`config.mk`:
```
export PLATFORM = sky130hd
export DESIGN_NAME = tick_scheduler
export DESIGN_NICKNAME = d
export VERILOG_FILES = /design/src/rtl/tick_scheduler.sv
export SDC_FILE = /design/constraint.sdc
export NUM_CORES = 1
export LEC_CHECK = 0
export CORE_ASPECT_RATIO = 2
export CORE_MARGIN = 10
export CORE_UTILIZATION = 30
export CTS_BUF_LIST = sky130_fd_sc_hd__clkbuf_8
export DETAILED_ROUTE_END_ITERATION = 7
export SYNTH_ARGS = -nofsm -noshare
export SYNTH_HDL_FRONTEND = slang
export SYNTH_SLANG_ARGS = --single-unit
export TNS_END_PERCENT = 20
```
`constraint.sdc`:
```
create_clock -name clk -period 4.1 [get_ports clk]
set_input_delay 0.41 -clock clk [delete_from_list [all_inputs] [get_ports clk]]
set_output_delay 0.41 -clock clk [all_outputs]
set_load 0.005 [all_outputs]
```
`src/rtl/tick_scheduler.sv`:
```
// Tick scheduler: issues a pulse every `period` cycles for `count` ticks (0 = until stopped),
// handing each tick round-robin to the next enabled consumer channel.
module tick_scheduler #(
  parameter int          NUM_CH     = 4,
  parameter logic [19:0] DEF_PERIOD = 20'd16
) (
  input  logic              clk,
  input  logic              reset,
  input  logic              cfg_valid,
  output logic              cfg_ready,
  input  logic [19:0]       cfg_period,
  input  logic [15:0]       cfg_count,
  input  logic [NUM_CH-1:0] cfg_mask,
  input  logic              start,
  input  logic              stop,
  output logic              tick,
  output logic [NUM_CH-1:0] tick_vec,
  output logic              busy,
  output logic              done
);

  localparam int PTR_W = (NUM_CH > 1) ? $clog2(NUM_CH) : 1;
  localparam int IDX_W = PTR_W + 1;

  typedef enum logic [1:0] {
    IDLE = 2'd0,
    RUN  = 2'd1,
    DONE = 2'd2
  } state_e;

  state_e            state_q, state_d;
  logic [19:0]       period_q, period_d;
  logic [15:0]       count_q, count_d;
  logic [NUM_CH-1:0] mask_q, mask_d;
  logic [19:0]       cyc_q, cyc_d;
  logic [15:0]       tcnt_q, tcnt_d;
  logic [PTR_W-1:0]  ptr_q, ptr_d;
  logic              tick_q, tick_d;
  logic [NUM_CH-1:0] tick_vec_q, tick_vec_d;

  logic [PTR_W-1:0]  sel_s;
  logic [PTR_W-1:0]  sel_next_s;
  logic [IDX_W-1:0]  idx_s;
  logic              found_s;
  logic              wrap_s;

  // Channel search: first enabled channel at or above the pointer, wrapping around.
  always_comb begin
    sel_s   = ptr_q;
    found_s = 1'b0;
    idx_s   = '0;
    for (int i = 0; i < NUM_CH; i++) begin
      idx_s = {1'b0, ptr_q} + IDX_W'(i);
      if (idx_s >= IDX_W'(NUM_CH)) begin
        idx_s = idx_s - IDX_W'(NUM_CH);
      end else begin
        idx_s = idx_s;
      end
      if (!found_s && mask_q[idx_s[PTR_W-1:0]]) begin
        found_s = 1'b1;
        sel_s   = idx_s[PTR_W-1:0];
      end else begin
        found_s = found_s;
      end
    end
    if (sel_s == PTR_W'(NUM_CH - 1)) begin
      sel_next_s = '0;
    end else begin
      sel_next_s = sel_s + PTR_W'(1);
    end
  end

  // Next-state, configuration capture and tick generation.
  always_comb begin
    state_d    = state_q;
    period_d   = period_q;
    count_d    = count_q;
    mask_d     = mask_q;
    cyc_d      = cyc_q;
    tcnt_d     = tcnt_q;
    ptr_d      = ptr_q;
    tick_d     = 1'b0;
    tick_vec_d = '0;
    wrap_s     = (cyc_q == (period_q - 20'd1));
    case (state_q)
      IDLE: begin
        if (cfg_valid) begin
          period_d = (cfg_period <= 20'd1) ? 20'd1 : cfg_period;
          count_d  = cfg_count;
          mask_d   = (cfg_mask == '0) ? '1 : cfg_mask;
        end else begin
          period_d = period_q;
        end
        if (start) begin
          state_d = RUN;
          cyc_d   = '0;
          tcnt_d  = '0;
          ptr_d   = '0;
        end else begin
          state_d = IDLE;
        end
      end
      RUN: begin
        if (stop) begin
          state_d = IDLE;
        end else if (wrap_s) begin
          cyc_d      = '0;
          tick_d     = 1'b1;
          tick_vec_d = {{(NUM_CH-1){1'b0}}, 1'b1} << sel_s;
          ptr_d      = sel_next_s;
          tcnt_d     = tcnt_q + 16'd1;
          // A zero count never matches here, so continuous runs just let tcnt wrap.
          if ((count_q != 16'd0) && (tcnt_d == count_q)) begin
            state_d = DONE;
          end else begin
            state_d = RUN;
          end
        end else begin
          cyc_d = cyc_q + 20'd1;
        end
      end
      DONE: begin
        state_d = IDLE;
      end
      default: begin
        state_d = IDLE;
      end
    endcase
  end

  // State and datapath registers with synchronous reset to the default configuration.
  always_ff @(posedge clk) begin
    if (reset) begin
      state_q    <= IDLE;
      period_q   <= DEF_PERIOD;
      count_q    <= 16'd0;
      mask_q     <= '1;
      cyc_q      <= 20'd0;
      tcnt_q     <= 16'd0;
      ptr_q      <= '0;
      tick_q     <= 1'b0;
      tick_vec_q <= '0;
    end else begin
      state_q    <= state_d;
      period_q   <= period_d;
      count_q    <= count_d;
      mask_q     <= mask_d;
      cyc_q      <= cyc_d;
      tcnt_q     <= tcnt_d;
      ptr_q      <= ptr_d;
      tick_q     <= tick_d;
      tick_vec_q <= tick_vec_d;
    end
  end

  assign tick      = tick_q;
  assign tick_vec  = tick_vec_q;
  assign busy      = (state_q != IDLE);
  assign done      = (state_q == DONE);
  assign cfg_ready = (state_q == IDLE);

endmodule

```
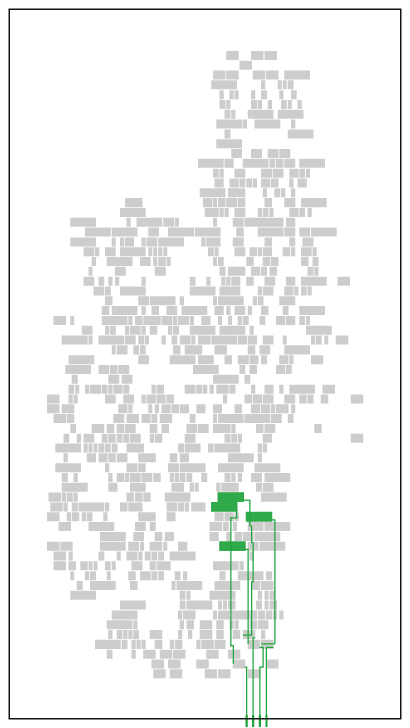
run_1/port_trees.png
port	colour	bits	direction	edge	end cells	buffers	wire
tick_vec	green	4	output	south	4	4	233 µm
number of port buffers: 52
IO Pins: 53

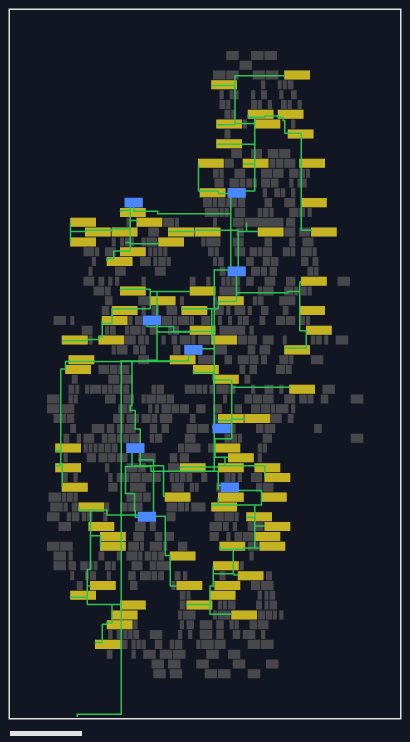
run_1/clock_wires.png
Bar = 20 µm.
[clock-net drivers] blue | count: 9
[flip-flops] yellow | count: 85
[clock wires] green | length: 1210 µm
routed clock nets	10
Clk power: 616 µW
Clk network pwr share: 34.8%
Late-Pin Clk Latency: 370 ps
clock skew: 16.3 ps

==> run_results.csv, run 1 <==
group,metric,value,unit
clock_network,cts_tree,"yes",
floorplan,fp_util,30.4,%
final_timing,relSlewSlack,48.6,%
place,post-dp-hpwl,11.2,mm
synth,synth-main-ff-cell,"dfxtp_1",
synth,synth_nets,653,
synth,synth.area.top_cells,"dfxtp_1 37%, nand2_1 10%, xor2_1 6.2%",
hold_path,hold_end,"period_q[19]",
layout,n_antenna_cell,0,
synth,top_cell,"nand2_1",
synth,ys_sh_mux,1.13,%
setup_path,path_common_cell,"inv_1",
global_route,use_met2,26.3,%
global_route,grt_pass1_vias,4422,
floorplan,coreArea,15300,µm²
layout,postLayoutCellArea,5570,µm²
final_timing,timing.fmax,260,MHz
final_timing,worst_slew_pin_slew,764,ps
floorplan,die_area,21200,µm²
setup_path,path_cells,"inv_1 -> ha_1 -> or4b_2 -> nor4_2 -> xnor2_1 -> nand2_1 -> or4b_1 -> or3_1 -> buf_4 -> nand2b_1 -> inv_1 -> and3_1",
setup_path,crit_cells,12,
layout,seq_share,30.5,%
global_route,grt_max_degree,30,
drt,wl_met3,459,µm
layout,inverters,11,
final_timing,period_used_share,93.7,%
final_timing,setup_viol,0,
synth,syn_inst,604,
drt,drc_errors,0,
synth,top_area_share,36.5,%
clock_network,cts_hold_buf,0,
synth,xor_share,12.0,%
setup_path,critPathBufInv,3,
place,place_inst,830,
setup_path,startpoint,"period_q[0]",
synth,yosys.area_share.adder,1.07,%
final_timing,final.min_clock_period,3840,ps
synth,syn_area_per_cell,7.71,µm²
setup_path,crit_path_top_delay_cell,"or4b_2",
drt,drtIter0Drc,147,
setup_path,cp-start-kind,"flop",
clock_network,numCtsBuffers,9,
final_timing,final.setup.tns,0,ps
floorplan,die-width,108,µm
clock_network,cts_setup_buffers,0,
outcome,status,"complete, no violations",
final_timing,maxSlewViolCount,0,
clock_network,cts_resized,0,
synth,synth_cell_types,51,
layout,comb_area_share,49.8,%
layout,fillCellCount,1592,
layout,nets,693,
pwr,finalPower,1.77,mW
setup_path,cpPeakStageDelay,720,ps
synth,ys_cells,604,
clock_network,cts_max_level,3,
setup_path,arrival,4150,ps
layout,buffers,62,
synth,top_logic_kind,"simple AND/OR/NAND/NOR gates",
layout,comb_area,2780,µm²
synth,ys_sh_simple,31.2,%
setup_path,cp_top_family,"simple AND/OR/NAND/NOR gates",
drt,wl_met1,4.89,mm
clock_network,cts_num_sinks,85,
floorplan,taps,198,
clock_network,cts-root-buf,"clkbuf_8",
synth,compound_area_share,14.0,%
setup_path,worst-path-max-fanout,25,
global_route,antenna_found_initial,0,
drt,highest_layer,"met4",
drt,firstDrtPassIters,4,
layout,drive_gt1_share,5.86,%
final_timing,layout_setup_ws,258,ps
final_timing,hold_viol,0,
setup_path,r2r_cells,12,
global_route,grt_use_met3,2.30,%
synth,async_reset_ff_share,0,%
setup_path,path_class,"flop to flop",
drt,ant_nets,0,
floorplan,die_h,196,µm
place,placed_area,5350,µm²
drt,wl_met2,8.20,mm
job,cap_violations,0,
setup_path,rr_endpoint,"tick_vec[3]",
synth,ys_area,4660,µm²
setup_path,crit_end,"tick_vec[3]",
place,post-place-ws,195,ps
layout,ff_latch_area,1700,µm²
synth,ys_ff,85,
floorplan,rows,64,
global_route,grt_most_used_layer,"met2",
layout,largest_registers,"cyc_q x20, period_q x20",
synth,postSynthSeqShare,36.5,%
pwr,p_leak,2.02,nW
pwr,power_density,318,nW/µm²
synth,largest_area_cell,"dfxtp_1",
clock_network,cts.path.max_buffers,2,
clock_network,clk_pin_slew,90,ps
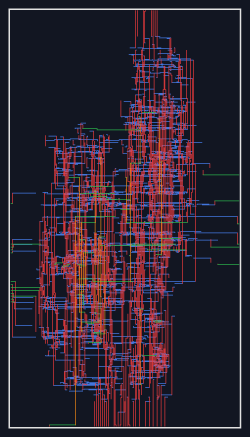
run_1/layers.png
layer	colour	wire length
M2	red	8200 µm
M1	blue	4890 µm
M3	green	460 µm
M4	orange	683 µm
via count: 4446
All-Layer GR Usage: 13.3%
Total Wirelength: 14.2 mm
Avg WL per Cell: 16.8 µm

run 1: power breakdown:
group / internal (mW) / switching [mW] / total [mW] / leakage, nW
logic: 0.126 / 0.145 / 0.271 / 1.23
registers: 0.850 / 0.0347 / 0.885 / 0.692
clock network: 0.297 / 0.319 / 0.616 / 0.0987
run 1: placed cells by master (no fill, tap or decap), drive strengths merged, types with 4 or more instances in the layout:
master	instances
a21oi	47
a22o	4
a31oi	4
and3	7
buf	10
clkbuf	10
clkdlybuf4s50	52
dfxtp	85
ha	4
inv	12
nand2	125
nand2b	4
nand3	25
nand3b	8
nand4	11
nor2	44
nor3	17
nor4	23
o211ai	11
o21ai	10
o22ai	5
or2	6
or3	6
or4	12
xnor2	31
xor2	33
run_1/gates.png
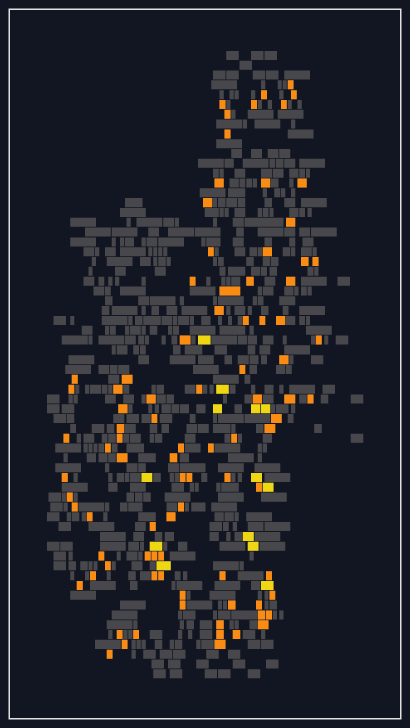

==> run 1 -> run 2 <==
ABC_AREA = 1   (was default)
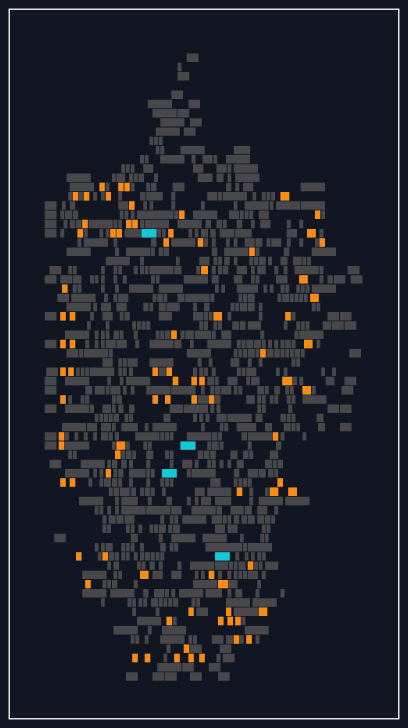
run_2/gates.png
family	colour	cells
fa/ha/maj cells	cyan	4
aoi and oai cells	orange	83
Commonest Layout Cell: nand2_1
logic share of the area: 50.0%
fin cells: 1092

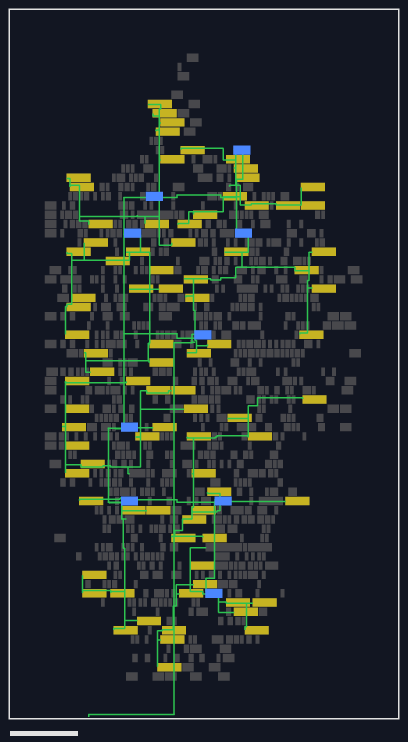
run_2/clock_wires.png
Bar = 20 µm.
[clock-net drivers] blue | count: 9
[clock wires] green | length: 1300 µm
[flip-flops] yellow | count: 85
routed clock nets	10
Clk network pwr share: 32.5%
clock skew: 10.7 ps
Clk power: 685 µW
Late-Pin Clk Latency: 390 ps

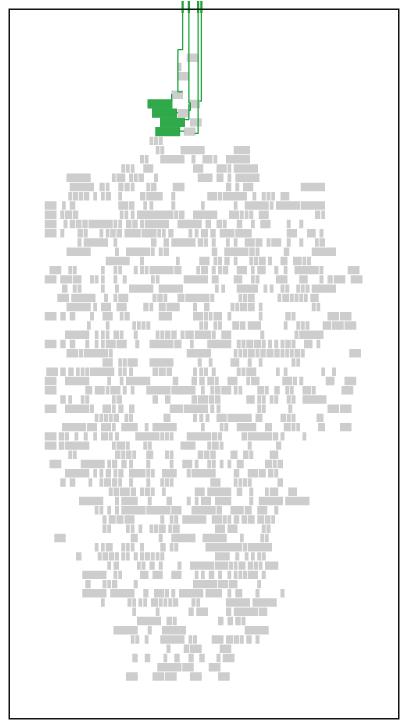
run_2/port_trees.png
port	colour	bits	direction	edge	end cells	buffers	wire
tick_vec	green	4	output	north	4	4	132 µm

==> run 2 against run 1 <==
  * Setup slack improved by 1300 ps
  * Synthesized area rose by 15%
  * Critical path depth rose by 3
  * Hold slack improved by 22 ps
  * Synthesized cell count rose by 38%
  * Clock skew fell by 5.6 ps
  * Core utilization fell by 0.36 points
  * Largest cell class unchanged
  * Die area rose by 12%
  * First-iteration DRC count rose by 40%
  * Flip-flop count did not move
  * Clock-buffer cell count did not move
  * Cell area rose by 12%
==> run_results.csv, run 2 <==
group,metric,value,unit
outcome,status,"complete, no violations",
synth,xor_share,8.05,%
setup_path,r2r_slack,1570,ps
layout,nets,925,
layout,n_clock_buffer,10,
synth,syn_area_per_cell,6.41,µm²
pwr,p_leak,2.72,nW
pwr,seqPwrFrac,44.2,%
synth,ys_cells,832,
clock_network,cts_resized,0,
place,gp_congestion,0.920,
drt,wl_per_cell,14.3,µm
place,io_buffer_count,52,
pwr,p_sw,686,µW
setup_path,crit_path_top_delay_cell,"dfxtp_1",
synth,yosys_warnings,0,
clock_network,cts-root-buf,"clkbuf_8",
layout,inverters,103,
clock_network,numCtsBuffers,9,
pwr,p_comb_share,23.3,%
global_route,grt-ovfl-total,0,
place,post-place-ws,1540,ps
clock_network,cts_hold_buf,0,
drt,drc_errors,0,
place,placed_area,6030,µm²
final_timing,final.min_clock_period,2530,ps
pwr,finalPower,2.10,mW
synth,synth_nets,881,
global_route,grt_max_degree,51,
global_route,grt.total_usage,13.4,%
drt,wl,15.7,mm
drt,firstDrtPassIters,4,
global_route,grt_pass1_wl,25.6,mm
clock_network,cts_num_sinks,85,
layout,nMultiInputCombCells,621,
final_timing,hold_viol,0,
drt,ant_nets,0,
clock_network,cts_tree,"yes",
drt,drtIter0Drc,206,
setup_path,arrival,2800,ps
layout,bufAreaShareNonClock,8.79,%
synth,top_logic_kind,"simple AND/OR/NAND/NOR gates",
synth,synth.area.top_cells,"dfxtp_1 32%, nand2_1 13%, nor2_1 11%",
hold_path,hp-class,"flop to flop",
layout,layout.area.top_class,"logic gates",
clock_network,cts_max_level,3,
final_timing,fin_hold_ws,497,ps
layout,drive_gt1_share,7.04,%
synth,async_reset_ff_share,0,%
pwr,swShare,32.6,%
layout,n_antenna_cell,1,
pwr,p_comb,490,µW
pwr,intPower,1.42,mW
job,cap_violations,0,
setup_path,crit_cells,15,
global_route,antenna_found_initial,1,
layout,largest_registers,"cyc_q x20, period_q x20",
final_timing,period_used_share,61.8,%
synth,ys_sh_mux,0,%
layout,ff_latch_area,1700,µm²
final_timing,rsz0062_at_grt,"no",
setup_path,endpoint_kind,"flop",
layout,clk_share,3.58,%
synth,postSynthSeqShare,31.9,%
synth,netlist_top_cells_count,"182 x nand2_1, 163 x nor2_1, 100 x inv_1",
final_timing,layout_setup_ws,1570,ps
final_timing,setup_viol,0,
clock_network,cts.path.max_buffers,2,
pwr,maxPowerGroup,"registers",
floorplan,die_area,23800,µm²
layout,comb_area,3130,µm²
final_timing,final.setup.tns,0,ps
layout,area_growth,17.4,%
global_route,grt_pass1_vias,5341,
job,tool_warnings,26,
layout,buffers,56,
pwr,seq-power,929,µW
synth,compound_area_share,8.66,%
place,place_inst,1075,
floorplan,rows,68,
setup_path,startpoint,"period_q[0]",
synth,top_area_share,31.9,%
clock_network,clk_pin_slew,90,ps
layout,seq_cells,85,
synth,netlist_area,5330,µm²
final_timing,timing.fmax,395,MHz
floorplan,die-width,114,µm
setup_path,path_class,"flop to flop",
synth,largest_area_cell,"dfxtp_1",
synth,ys_area,5330,µm²
floorplan,fp_util,30.7,%
final_timing,worst_slew_pin_slew,899,ps
setup_path,path_cells,"inv_2 -> ha_1 -> nand2_2 -> nor2_8 -> nand2_2 -> nor2_2 -> nand2_1 -> nand2_1 -> nand2_1 -> nor2_2 -> nand3_4 -> nand2_4 -> nand2_4 -> nand2_4 -> nor2_1",
place,post-dp-hpwl,12.5,mm
setup_path,crit_required,4370,ps
pwr,power_density,336,nW/µm²
setup_path,r2r_cells,15,
setup_path,cpPeakStageDelay,340,ps
synth,edf_count,0,
synth,yosys.area_share.adder,0.939,%
layout,seq_share,27.2,%
layout,fin_util,36.1,%
floorplan,ios,53,
layout,fillCellCount,1943,
pwr,peakVddDrop,0.157,mV
setup_path,rr_endpoint,"cyc_q[19]",
final_timing,maxSlewViolCount,0,
setup_path,critPathBufInv,1,
setup_path,cp-start-kind,"flop",
floorplan,die_h,209,µm
final_timing,relSlewSlack,39.5,%
floorplan,taps,210,
setup_path,r2r_start,"period_q[0]",
clock_network,cts_setup_buffers,0,
synth,syn_inst,832,
layout,layout_top_cells,"182 x nand2_1, 163 x nor2_1, 100 x inv_1",
setup_path,worst-path-max-fanout,33,
drt,vias,5258,
setup_path,crit_end,"cyc_q[19]",
synth,synth-main-ff-cell,"dfxtp_1",
synth,top_cell,"nand2_1",
floorplan,coreArea,17400,µm²
synth,synth_cell_types,42,
setup_path,cp_top_family,"simple AND/OR/NAND/NOR gates",
synth,ys_sh_simple,41.1,%
drt,via_per_inst,4.82,
layout,postLayoutCellArea,6260,µm²
synth,ys_ff,85,
-- run 2: netlist changes by cell type after synthesis, moves of 22 or more --
cell	delta
nand3_1	+27
a21oi_1	-22
o21ai_0	+34
nand2_1	+57
nor2_1	+119
inv_1	+89
-- run 2: worst min-delay path by stage --
stage,start,end,cells past startpoint
3_3_place_gp,mask_q[2],mask_q[2],2
3_5_place_dp,mask_q[0],mask_q[0],2
2_1_floorplan,mask_q[0],mask_q[0],2
4_1_cts,mask_q[0],mask_q[0],2
5_1_grt,mask_q[0],mask_q[0],2
6_report,mask_q[0],mask_q[0],2
-- run 2: layer usage --
metal,global-route usage [%],up-vias,routed length [µm]
li1,-,2718,-
met1,12.4,2398,5630
met2,26.2,103,8800
met3,2.02,39,523
met4,7.84,0,702
met5,0,-,0
No activity file was given, so power comes from the tool's default toggle rates.
